Design bit_serializer_flat, sky130hd; sources not shown.
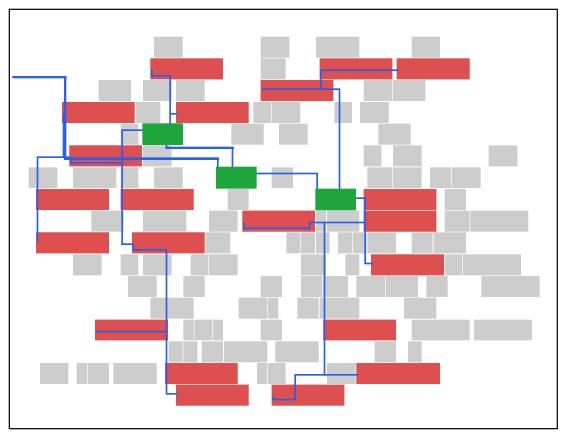
Figure 1: clock network drawn from the DEF.
(8 px per um)
legend:
  clock drivers:
    color: green
    count: 3
  flip-flops:
    color: red
    count: 21
  clock wires:
    color: blue
    length: 257 um
routed clock nets: 4
Setup Skew: 1.14 ps
source-to-sink clock delay at the later pin of the worst-skew pair: 250 ps
Clk network pwr share: 11.4%
reported clock group power: 0.340 mW

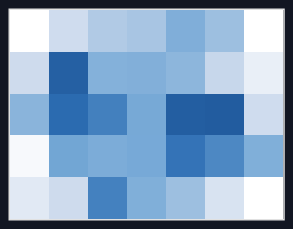
Figure 2: local utilization.
(4 px per um) 7 x 5 tiles, from white (low) to dark blue (high), 0 to 100% covered.
emptiest ninth of the die: north-east
tiles over 75% full: 11%
mean over tiles: 41%
nearly empty tiles: 8.6%
densest ninth of the die: center
Core Box Area: 2960 um2
Post-Route Utilization: 50.6%

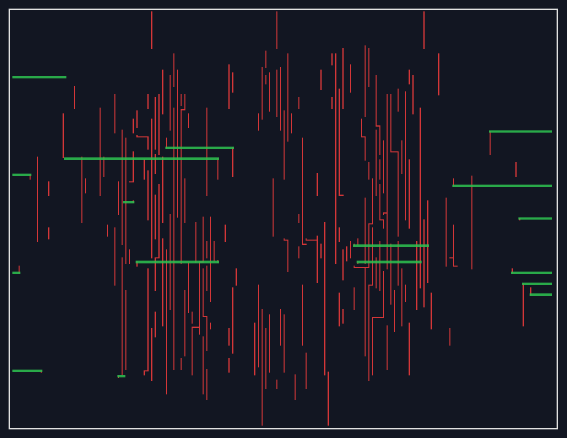
Figure 3: wiring by layer.
(8 px per um) Two of the layers only.
legend:
  metal 2:
    color: red
    wire_length: 1120 um
  metal 3:
    color: green
    wire_length: 104 um
via count: 826
Final Routed Wirelength: 2450 um
post-DR wirelength/cell: 15.7 um
GR Util All Layers: 15.7%

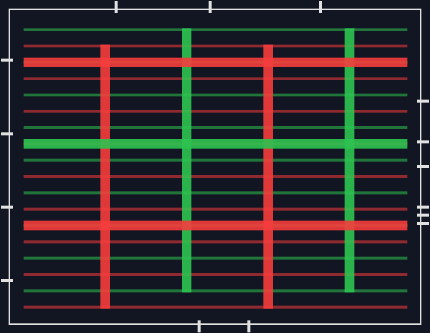
Figure 4: power grid.
(6 px per um) Pins as bars on the die edge.
legend:
  VDD:
    color: green
  VSS:
    color: red
met1 rails: 18
signal pins: 15
met5 straps: 3
rows: 17
y dimension of the die: 52.2 um
worst vdd rail ir drop: 0.749 mV

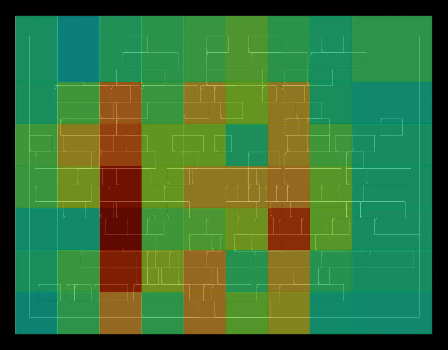
Figure 5: routing congestion.
met2 track demand over resource in global routing: 24.4%
global-route track usage on met3: 3.87%
met1 global-route usage: 20.9%

==> impl_metrics.csv <==
group,metric,value,unit
synthesis,yosys_reported_design_area_after_synthesis,1090,um2
power,seq_cell_power,1.00,mW
status,run_status,"finished, final reports clean",
synthesis,synth-edff-count,0,
power,p_seq_share,33.8,%
timing,count_of_endpoints_failing_setup_in_the_final_report,0,
cells_and_area,multi_input_comb_area,549,um2
critical_path,cp.buffers_inverters,1,
synthesis,syn_nets,104,
timing,finalSetupTns,0,ps
cells_and_area,areaGrowthSynthToFinish,37.7,%
cells_and_area,insertedDiodeCount,0,
cells_and_area,num-nonclk-inverters,5,
synthesis,synth_async_sr_flop_share,100,%
timing,relSlewSlack,69.8,%
synthesis,syn_std_cell_area,1090,um2
cells_and_area,clk_share,3.01,%
synthesis,yosys.area_share.adder,2.30,%
worst_hold_path,worst_hold_path_type,"in -> async",
die,rows,17,
cells_and_area,biggestCellCategory,"combinational gates",
critical_path,cp.required,1740,ps
timing,maxSlewViolCount,0,
Power figures rest on the tool's default switching activity, not on a simulated workload.
